File: config.mk
export PLATFORM = sky130hd
export DESIGN_NAME = alu_result_mux
export DESIGN_NICKNAME = d
export VERILOG_FILES = /design/src/rtl/alu_result_mux.sv
export SDC_FILE = /design/constraint.sdc
export NUM_CORES = 1
export LEC_CHECK = 0
export CELL_PAD_IN_SITES_DETAIL_PLACEMENT = 0
export CELL_PAD_IN_SITES_GLOBAL_PLACEMENT = 1
export CORE_ASPECT_RATIO = 1.4
export CORE_MARGIN = 3
export CORE_UTILIZATION = 34
export CTS_BUF_LIST = sky130_fd_sc_hd__clkbuf_2
export DETAILED_ROUTE_END_ITERATION = 16
export PLACE_DENSITY = 0.95
export RECOVER_POWER = 100
export SLEW_MARGIN = 20
export SYNTH_ARGS = -nofsm -noshare
export SYNTH_HDL_FRONTEND = slang
export SYNTH_SLANG_ARGS = --single-unit
export TNS_END_PERCENT = 100
File: constraint.sdc
create_clock -name clk -period 3.4 [get_ports clk]
set_input_delay 1.02 -clock clk [delete_from_list [all_inputs] [get_ports clk]]
set_output_delay 1.02 -clock clk [all_outputs]
set_load 0.01 [all_outputs]
File: src/rtl/alu_result_mux.sv
// alu_result_mux: waits for a selected ALU channel to report done, then
// captures its result and holds it until the consumer takes it. A bad
// channel index or a wait longer than TIMEOUT yields an error result.

// Per-channel match: passes done/data through only when this channel is selected.
module alu_result_lane #(
  parameter int WIDTH = 8,
  parameter int SEL_W = 3,
  parameter int IDX   = 0
) (
  input  logic [SEL_W-1:0] sel,
  input  logic             done,
  input  logic [WIDTH-1:0] data,
  output logic             hit_done,
  output logic [WIDTH-1:0] hit_data
);
  localparam logic [SEL_W-1:0] ID = SEL_W'(IDX);

  logic hit;
  assign hit      = (sel == ID);
  assign hit_done = hit & done;
  assign hit_data = hit ? data : '0;
endmodule

module alu_result_mux #(
  parameter int WIDTH   = 8,
  parameter int N_IN    = 8,
  parameter int SEL_W   = 3,
  parameter int TIMEOUT = 255
) (
  input  logic                  clk,
  input  logic                  rst_n,
  input  logic                  op_valid,
  output logic                  op_ready,
  input  logic [SEL_W-1:0]      op_sel,
  input  logic [N_IN*WIDTH-1:0] in_data,
  input  logic [N_IN-1:0]       in_done,
  output logic                  res_valid,
  input  logic                  res_ready,
  output logic [WIDTH-1:0]      res_data,
  output logic [SEL_W-1:0]      res_sel,
  output logic                  res_err
);
  // 16 bits covers the full TIMEOUT range
  localparam int              CNT_W = 16;
  localparam logic [CNT_W-1:0] TMO   = CNT_W'(TIMEOUT);
  localparam logic [SEL_W:0]   N_LIM = (SEL_W+1)'(N_IN);

  typedef enum logic [1:0] {IDLE, WAIT, HOLD} state_t;

  state_t           state, state_nxt;
  logic [CNT_W-1:0] cnt, cnt_nxt, cnt_inc;
  logic [WIDTH-1:0] data_nxt;
  logic [SEL_W-1:0] sel_nxt;
  logic             err_nxt;

  logic [N_IN-1:0]            lane_done;
  logic [N_IN-1:0][WIDTH-1:0] lane_data;
  logic                       sel_done;
  logic [WIDTH-1:0]           sel_data;
  logic                       bad_sel;

  // Lanes are steered by the latched index, so only the selected channel
  // can ever contribute; every other lane drives zero.
  for (genvar i = 0; i < N_IN; i++) begin : g_lane
    alu_result_lane #(.WIDTH(WIDTH), .SEL_W(SEL_W), .IDX(i)) u_lane (
      .sel      (res_sel),
      .done     (in_done[i]),
      .data     (in_data[i*WIDTH +: WIDTH]),
      .hit_done (lane_done[i]),
      .hit_data (lane_data[i])
    );
  end

  // OR-combine the one-hot lane outputs into the selected channel's result
  always_comb begin
    sel_data = '0;
    for (int i = 0; i < N_IN; i++) sel_data |= lane_data[i];
  end

  assign sel_done  = |lane_done;
  assign bad_sel   = ({1'b0, op_sel} >= N_LIM);
  // Saturating increment: the counter leaves WAIT at TMO, but never wraps anyway
  assign cnt_inc   = (cnt == TMO) ? cnt : cnt + 1'b1;
  assign op_ready  = (state == IDLE);
  assign res_valid = (state == HOLD);

  // Next-state and next-result decode
  always_comb begin
    state_nxt = state;
    cnt_nxt   = cnt;
    data_nxt  = res_data;
    sel_nxt   = res_sel;
    err_nxt   = res_err;
    case (state)
      IDLE: if (op_valid) begin
        sel_nxt = op_sel;
        cnt_nxt = '0;
        if (bad_sel) begin
          data_nxt  = '0;
          err_nxt   = 1'b1;
          state_nxt = HOLD;
        end else begin
          state_nxt = WAIT;
        end
      end
      WAIT: begin
        // done wins over a timeout landing in the same cycle
        if (sel_done) begin
          data_nxt  = sel_data;
          err_nxt   = 1'b0;
          state_nxt = HOLD;
        end else begin
          cnt_nxt = cnt_inc;
          if (cnt_inc == TMO) begin
            data_nxt  = '0;
            err_nxt   = 1'b1;
            state_nxt = HOLD;
          end
        end
      end
      HOLD: if (res_ready) state_nxt = IDLE;
      default: state_nxt = IDLE;
    endcase
  end

  // State and result registers with synchronous reset
  always_ff @(posedge clk) begin
    if (!rst_n) begin
      state    <= IDLE;
      cnt      <= '0;
      res_data <= '0;
      res_sel  <= '0;
      res_err  <= 1'b0;
    end else begin
      state    <= state_nxt;
      cnt      <= cnt_nxt;
      res_data <= data_nxt;
      res_sel  <= sel_nxt;
      res_err  <= err_nxt;
    end
  end
endmodule

**Run 1: signal wires on met1**

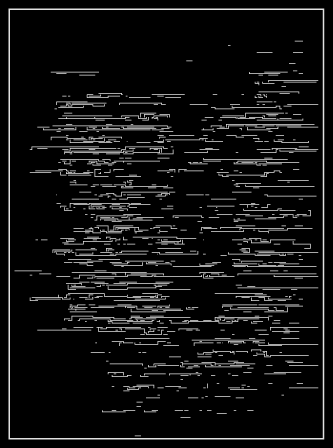
share of all routed wire: 38%
longest straight run: 27.6 µm
nets with wire on the layer: 407
main direction: horizontal

**Run 1: met2 routing**

Bar = 20 µm. Cells faint in the background.
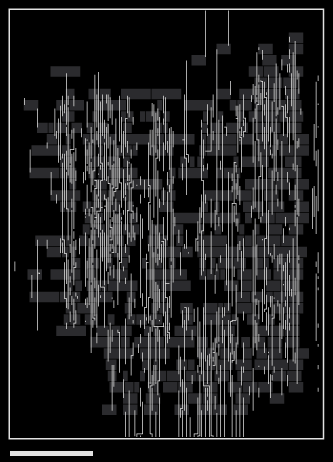
nets with wire on the layer: 386
main direction: vertical
longest straight run: 40.1 µm
wire length on this layer: 3690 µm
share of all routed wire: 49%

==> run notes, run 1 <==
Physical implementation status

The flow ran to the end, and the final reports show no timing, DRC or antenna violations. The clock skew stands at 0.0201 ns. After detailed routing, the number of remaining DRC violations is 0.

Yosys printed 0 warnings. In this run the vertical extent of the chip is 103 µm. The number of buffers and inverters on the critical path is 1.

After detailed routing, the met2 layer carries 3690 µm of wire. Per the STA report, the cell with the highest stage delay on the worst path is sky130_fd_sc_hd__o21ai_1. The routed design uses 774 µm of met3 wire.

Per the placement report, the placed cell count is 445. STA lists the startpoint of the worst hold path as res_data[4]. The sequential-to-total area share from yosys stat stands at 26.2%. For the sequential group, total power comes out at 377 µW. Counting the clock-network buffers in the layout gives 6.

The ratio of final minimum period to clock period stands at 87.7%. In the synthesized netlist the dominant register cell turns out to be sky130_fd_sc_hd__dfxtp_1. In this design, the stage delay of the slowest critical-path cell is 0.68 ns. The script computed the net switching share of total power as 31.9%.

In the post-synthesis netlist, the cell with the most instances is sky130_fd_sc_hd__dfxtp_1. Entering global routing, the biggest net connects 26 pins. The share of total power dissipated in the clock network is 20.7%. The instance count along the most critical hold path stands at 2. The number of maximum-capacitance violations recorded for the run is 0. The share of layout cells above drive strength 1 stands at 7.87%.

The finished cells cover 3290 µm². The arrival time of data at the critical path endpoint stands at 3.28 ns. The mapped netlist covers 2300 µm². The endpoint required time on the critical path stands at 3.70 ns. The placement report lists the number of port buffers as 92. Per report_power, the combinational group accounts for 34.9% of the total. The logic share of the area stands at 47.2%. Among all cell classes, the greatest summed area belongs to logic gates. The maximum fanout encountered on the critical timing path stands at 9. The routed metal-1 wirelength stands at 2900 µm. In this run the critical register-to-register path is launched from cnt[0].

The net switching power of the design stands at 270 µW. The area of the die stands at 7790 µm². Yosys attributes the largest share of cell area to sky130_fd_sc_hd__dfxtp_1, sky130_fd_sc_hd__mux2i_1, sky130_fd_sc_hd__a21oi_1, sky130_fd_sc_hd__nand2_1, sky130_fd_sc_hd__o21ai_0. Once placement finished, the instance area stood at 3270 µm². The tightest hold margin stands at 0.472 ns. TritonCTS built the clock tree.

By instance count after routing, the leading logic cell type is sky130_fd_sc_hd__clkdlybuf4s50_1. The global router reports that the layer with the highest usage is met2. The fraction of final cell area spent on non-clock buffers in this run is 29.3%.
**Run 1: the metal 3 layer**

Bar = 20 µm.
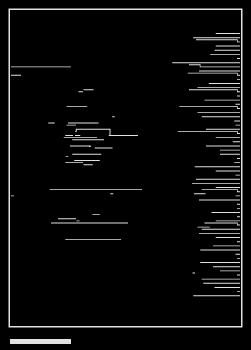
longest straight run: 29.9 µm
main direction: horizontal
wire length on this layer: 775 µm
via count of the routed design: 2557
grt met3 use: 4.93%
final WL: 7590 µm

**Run 1: the metal 4 layer**

Cells faint in the background.
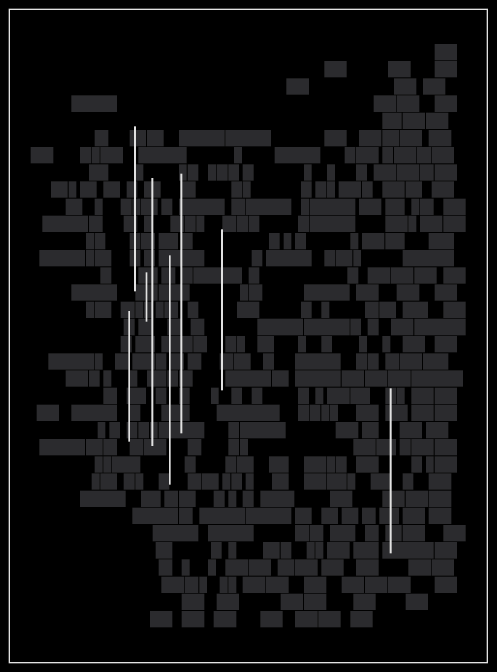
longest straight run: 42.2 µm
nets with wire on the layer: 8

## Run 2: what changed since run 1
CTS_CLUSTER_DIAMETER = 50   (was not set)
**Run 2: the metal 3 layer**

Bar = 20 µm.
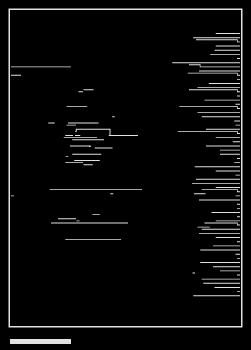
main direction: horizontal
longest straight run: 29.9 µm
nets with wire on the layer: 85
share of all routed wire: 10%

==> run notes, run 2 <==
Physical implementation status

The number of max-slew violations in the final report stands at 0 (unchanged). The reported leakage power stands at 0.00117 µW (unchanged). The HPWL reported at the end of detailed placement stands at 5920 µm (unchanged). The non-filler instance count after layout stands at 453 (unchanged).

The routed length on met2 was 3690 µm (unchanged). The layout buffer count excluding clock buffers was 98 (unchanged). The global-route track usage on met3 stands at 4.93% (unchanged). The most congested layer reported by global routing is met2 (unchanged).

The instance count along the most critical hold path is 2 (unchanged). The clock network power stands at 175 µW (about the same). The number of rows in the core area stands at 34 (unchanged). The synthesis warning total stands at 0 (unchanged). The final count of hold timing violations came to 0 (unchanged). The mean cell area of the mapped netlist came to 7.81 µm² (unchanged).

The number of cell instances after yosys synthesis stands at 294 (unchanged). The arrival time of data at the critical path endpoint stands at 3.28 ns (about the same). The portion of the layout cell area used by non-clock buffers came to 29.3% (unchanged). The critical path launch point is in_done[2] (unchanged). The overall via count from detail_route was 2557 (unchanged). The clock skew was 0.0201 ns (unchanged). The DRC marker count from the first detailed-route iteration stands at 112 (unchanged). The maximum number of pins on one net before global-route repair is 26 (unchanged).

The net switching power of the design was 270 µW (unchanged). The number of storage elements in the synthesis netlist came to 30 (unchanged). The CTS tree is built (unchanged). The post-place instance area was 3270 µm² (unchanged).

The core outline area was 6380 µm² (unchanged). The count of TritonRoute iterations in the first routing pass stands at 4 (unchanged). The maximum count of clock buffers along a single path was 2 (unchanged). The cell count along the critical path came to 7 (unchanged). The tap cell count stands at 72 (unchanged). The area of the die is 7790 µm² (unchanged). The kind of cell with the highest combined delay on the critical path is AND-OR/OR-AND gates (unchanged). The cell type of the slowest stage on the worst timing path is sky130_fd_sc_hd__o21ai_1 (unchanged).

The maximum fanout encountered on the critical timing path stands at 9 (unchanged). The logic share of the area came to 47.2% (unchanged). The post-detailed-routing wire length stands at 7590 µm (unchanged). The via count of the first global-routing pass stands at 2413 (unchanged). The sequential-to-total area share from yosys stat came to 26.2% (unchanged). The chip height stands at 103 µm (unchanged).

The biggest cell delay along the critical path stands at 0.68 ns (about the same). The area fraction in full adders, half adders and majority gates was 0.981% (unchanged). The clock share of power is 20.7% (about the same).

The count of hold buffers inserted by post-cts repair stands at 0 (unchanged). The transition at the pin with the smallest max-transition slack came to 0.870 ns (unchanged). The main flop type was sky130_fd_sc_hd__dfxtp_1 (unchanged).

The buffer cell driving the clock tree root is sky130_fd_sc_hd__clkbuf_2 (unchanged). The summed area of non-filler cells in the final layout was 3290 µm² (unchanged). The detailed-routed wire length on met3 is 774 µm (unchanged). The type of element launching the critical path is an input pin (unchanged). The register with the most flip-flops was cnt (unchanged). The share of layout cells above drive strength 1 came to 7.87% (unchanged).

The sequential-cell power consumption is 377 µW (about the same). The number of buffer cells added on primary ports stands at 92 (unchanged). The most common logic cell in the routed design is sky130_fd_sc_hd__clkdlybuf4s50_1 (unchanged). The count of unique library cells instantiated by Yosys is 55 (unchanged). Run status: finished clean (unchanged). The switching power as a share of total power came to 31.9% (unchanged). The terminus of the critical flop-to-flop path was res_data[0] (unchanged).

The final global-route overflow total came to 0 (unchanged). The routed metal-1 wirelength stands at 2900 µm (unchanged). The clock buffer count in the final layout came to 6 (unchanged). The launch point of the worst hold path is res_data[4] (unchanged). The worst hold path class is reg -> reg (unchanged). The tightest hold margin stands at 0.472 ns (unchanged). The buffers plus inverters on the worst setup path came to 1 (unchanged). The biggest area consumer among cell classes is logic gates (unchanged). The first-pass GRT wire length is 11600 µm (unchanged).

The width of the die came to 75.5 µm (unchanged). The worst reg2reg path startpoint is cnt[0] (unchanged). The logic gate share of total power stands at 34.9% (about the same). Synth top area cells: sky130_fd_sc_hd__dfxtp_1, sky130_fd_sc_hd__mux2i_1, sky130_fd_sc_hd__a21oi_1, sky130_fd_sc_hd__nand2_1, sky130_fd_sc_hd__o21ai_0 (unchanged). The endpoint required time on the critical path stands at 3.70 ns (about the same). The I/O pin count stands at 93 (unchanged). The number of design rule violations left after detail routing is 0 (unchanged).

The mean number of vias per cell was 5.64 (unchanged). The cell with the most instances after synthesis was sky130_fd_sc_hd__dfxtp_1 (unchanged). The number of flops mapped to enable cells by yosys stands at 0 (unchanged). The ratio of final minimum period to clock period stands at 87.7% (unchanged). The number of violations of the max-capacitance limit stands at 0 (unchanged). The cell area after synthesis stands at 2300 µm² (unchanged). The initial antenna violation count came to 0 (unchanged).

The total instance count after detailed placement was 445 (unchanged).
**Run 2: the metal 4 layer**

Cells faint in the background.
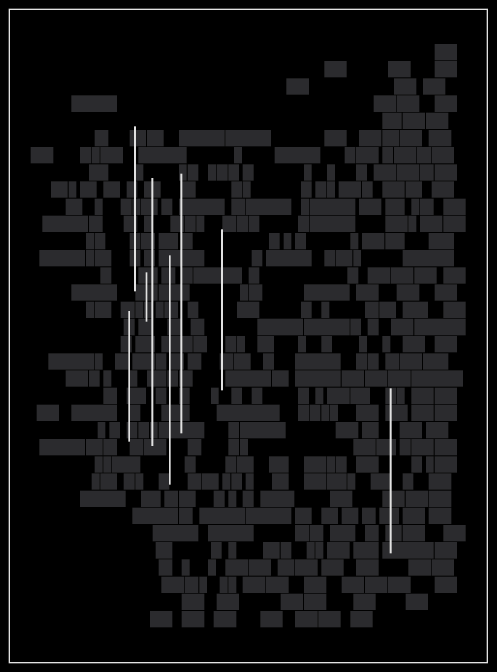
main direction: vertical
share of all routed wire: 2.9%
wire length on this layer: 224 µm

Power is estimated from default activity; no workload was simulated.
